**src/rtl/autobaud_meter.sv**
```systemverilog
// Measures the bit period of a 0x55 sync character on rx, averaging 2^AVG_LOG2 intervals.
// The truncated mean is published on N in clk cycles per bit.
//
// state     | meaning
// IDLE      | waiting for start
// ARM       | armed, waiting for the line to be idle high
// WAIT_FALL | line idle, waiting for the start-bit falling edge
// MEASURE   | timing bit intervals between successive rx edges
module autobaud_meter #(
    parameter int CNT_W    = 16,
    parameter int AVG_LOG2 = 2,
    parameter int MIN_CNT  = 4
) (
    input  logic             clk,
    input  logic             rst,
    input  logic             start,
    input  logic             rx,
    output logic             busy,
    output logic             done,
    output logic             err,
    output logic [CNT_W-1:0] N
);

    localparam int               ACC_W   = CNT_W + AVG_LOG2;
    localparam logic [CNT_W-1:0] CNT_MAX = '1;
    localparam logic [CNT_W-1:0] CNT_MIN = CNT_W'(MIN_CNT);
    localparam logic [3:0]       K_LAST  = 4'((1 << AVG_LOG2) - 1);

    typedef enum logic [1:0] {IDLE, ARM, WAIT_FALL, MEASURE} state_t;

    state_t             state_q, state_d;
    logic               rx_q, rx_d;
    logic [CNT_W-1:0]   cnt_q, cnt_d;
    logic [ACC_W-1:0]   acc_q, acc_d;
    logic [ACC_W-1:0]   acc_sum;
    logic [3:0]         k_q, k_d;
    logic [CNT_W-1:0]   n_q, n_d;
    logic               done_q, done_d;
    logic               err_q, err_d;
    logic               rx_edge;

    always_ff @(posedge clk) begin
        if (!rst) begin
            state_q <= IDLE;
            rx_q    <= 1'b1;
            cnt_q   <= '0;
            acc_q   <= '0;
            k_q     <= '0;
            n_q     <= '0;
            done_q  <= 1'b0;
            err_q   <= 1'b0;
        end else begin
            state_q <= state_d;
            rx_q    <= rx_d;
            cnt_q   <= cnt_d;
            acc_q   <= acc_d;
            k_q     <= k_d;
            n_q     <= n_d;
            done_q  <= done_d;
            err_q   <= err_d;
        end
    end

    always_comb begin
        state_d = state_q;
        rx_d    = rx;
        cnt_d   = cnt_q;
        acc_d   = acc_q;
        k_d     = k_q;
        n_d     = n_q;
        done_d  = 1'b0;
        err_d   = 1'b0;
        rx_edge = (rx != rx_q);
        acc_sum = acc_q + ACC_W'(cnt_q);

        // start overrides everything, including a terminating edge in the same cycle
        if (start) begin
            state_d = ARM;
            cnt_d   = '0;
            acc_d   = '0;
            k_d     = '0;
        end else begin
            case (state_q)
                IDLE: ;
                ARM: begin
                    if (rx) state_d = WAIT_FALL;
                end
                WAIT_FALL: begin
                    if (rx_q && !rx) begin
                        state_d = MEASURE;
                        cnt_d   = CNT_W'(1);
                        acc_d   = '0;
                        k_d     = '0;
                    end
                end
                MEASURE: begin
                    if (rx_edge) begin
                        if (cnt_q < CNT_MIN) begin
                            err_d   = 1'b1;
                            state_d = IDLE;
                        end else begin
                            acc_d = acc_sum;
                            cnt_d = CNT_W'(1);
                            k_d   = k_q + 4'd1;
                            if (k_q == K_LAST) begin
                                n_d     = CNT_W'(acc_sum >> AVG_LOG2);
                                done_d  = 1'b1;
                                state_d = IDLE;
                            end
                        end
                    end else if (cnt_q == CNT_MAX) begin
                        err_d   = 1'b1;
                        state_d = IDLE;
                    end else begin
                        cnt_d = cnt_q + CNT_W'(1);
                    end
                end
                default: state_d = IDLE;
            endcase
        end
    end

    assign busy = (state_q != IDLE);
    assign done = done_q;
    assign err  = err_q;
    assign N    = n_q;

endmodule

```
**config.mk**
```make
export PLATFORM = sky130hd
export DESIGN_NAME = autobaud_meter
export DESIGN_NICKNAME = d
export VERILOG_FILES = /design/src/rtl/autobaud_meter.sv
export SDC_FILE = /design/constraint.sdc
export NUM_CORES = 1
export LEC_CHECK = 0
export CORE_UTILIZATION = 55
export DETAILED_ROUTE_END_ITERATION = 12
export GPL_TIMING_DRIVEN = 0
export MAX_ROUTING_LAYER = met4
export PLACE_DENSITY = 0.75
export SYNTH_ARGS = -nofsm -noshare
export SYNTH_HDL_FRONTEND = slang
export SYNTH_SLANG_ARGS = --single-unit
```
**constraint.sdc**
```tcl
create_clock -name clk -period 4.9 [get_ports clk]
set_input_delay 0.735 -clock clk [delete_from_list [all_inputs] [get_ports clk]]
set_output_delay 0.735 -clock clk [all_outputs]
set_load 0.05 [all_outputs]
```
==> changes_impl.md <==
## Flow update

* Pin count of the biggest net entering global routing at 11
* Reported sequential group power at 481 uW
* Number of cell instances on the worst register-to-register path at 8
* Number of tap instances at 75
* Library cell occupying the most area in the post-synthesis netlist: dfxtp_1
* Number of gates resized after CTS at 0
* Reg clk slew, reported paths at around 0.070 ns
* Period minus WS final at ~2.9 ns
* Remaining global-route overflow at 0
* Fraction of power consumed by sequential logic at 46.3%
* Outcome: completed
* Slew of the pin with the lowest slew margin at a little over 0.7 ns
* Int Pwr at 807.8 uW
* Total net switching power at between 200 and 250 uW
* Main flop type: dfxtp_1
* Number of combinational gates with multiple inputs at roughly 330
* Final cycle utilization of the critical path at 58.36%
* RSZ-0062 raised after global routing: no
* Initial DRC Count at between 300 and 400
* Most instantiated logic cell after routing: dfxtp_1
* Std-Cell Rows at 28
* Final cell utilization of the core at 67.01%
* Count of port buffers added during placement at 22
* Area of the multi-input gates at ~0.0022 mm^2
-- logic make-up after synthesis --
logic type	after synthesis	share of synthesized area [%]
xor+xnor	16	4.008
mux	3	0.8590
simple gates	174	26.23
buf+inv	31	4.402
flops	59	33.79
fa+ha+maj	20	7.373
compound gates	115	23.34
-- worst reg2reg max path, stage by stage, from the launching register on --
cell,delay [ns]
dfxtp_1,0.37
ha_1,0.26
fa_1,0.41
a21o_1,0.20
a21oi_1,0.29
o31a_1,0.38
o21ai_1,0.22
nand2b_1,0.19
a32o_1,0.24
-- sequential cells by signal, indices dropped and copies added, names as in the netlist --
register  count
acc_q        18
N            16
cnt_q        16
k_q           4
state_q       2
done          1
err           1
rx_q          1
### Routed metal per tile

(3 px per um) 16 x 16 tiles, from dark purple (low) to yellow (high), scaled to the fullest tile. Values are wire area over tile area, all layers added.
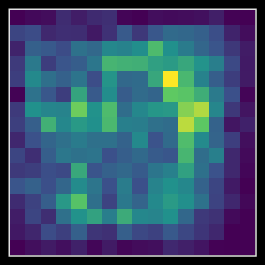
nearly empty tiles: 7.0%
emptiest ninth of the die: south-east
tiles over half the peak: 15%
fullest tile: 0.75
mean over tiles: 0.23

### Gate-type map

(4 px per um)
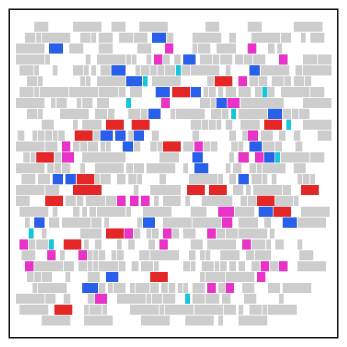
| family | color | cells |
|---|---|---|
| AND-OR and OR-AND gates | blue | 28 |
| adder and majority cells | red | 20 |
| inverters | cyan | 10 |
| AND and OR gates | magenta | 33 |

### Placed standard cells

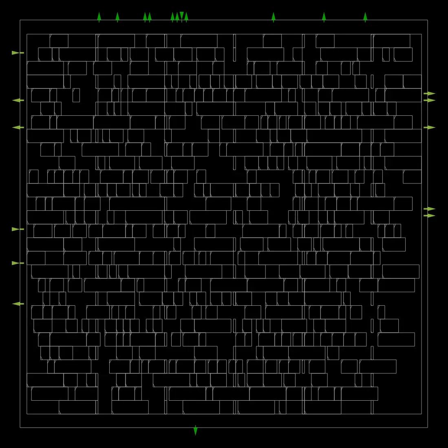
Post-Layout Cell Count: 531
Seq/total area: 29.25%

### Wiring by layer

(4 px per um) Only two layers are drawn.
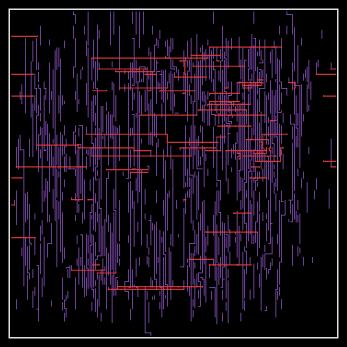
| layer | color | wire length |
|---|---|---|
| met3 | red | 544 um |
| met2 | purple | 4340 um |

Power figures rest on the tool's default switching activity, not on a simulated workload.
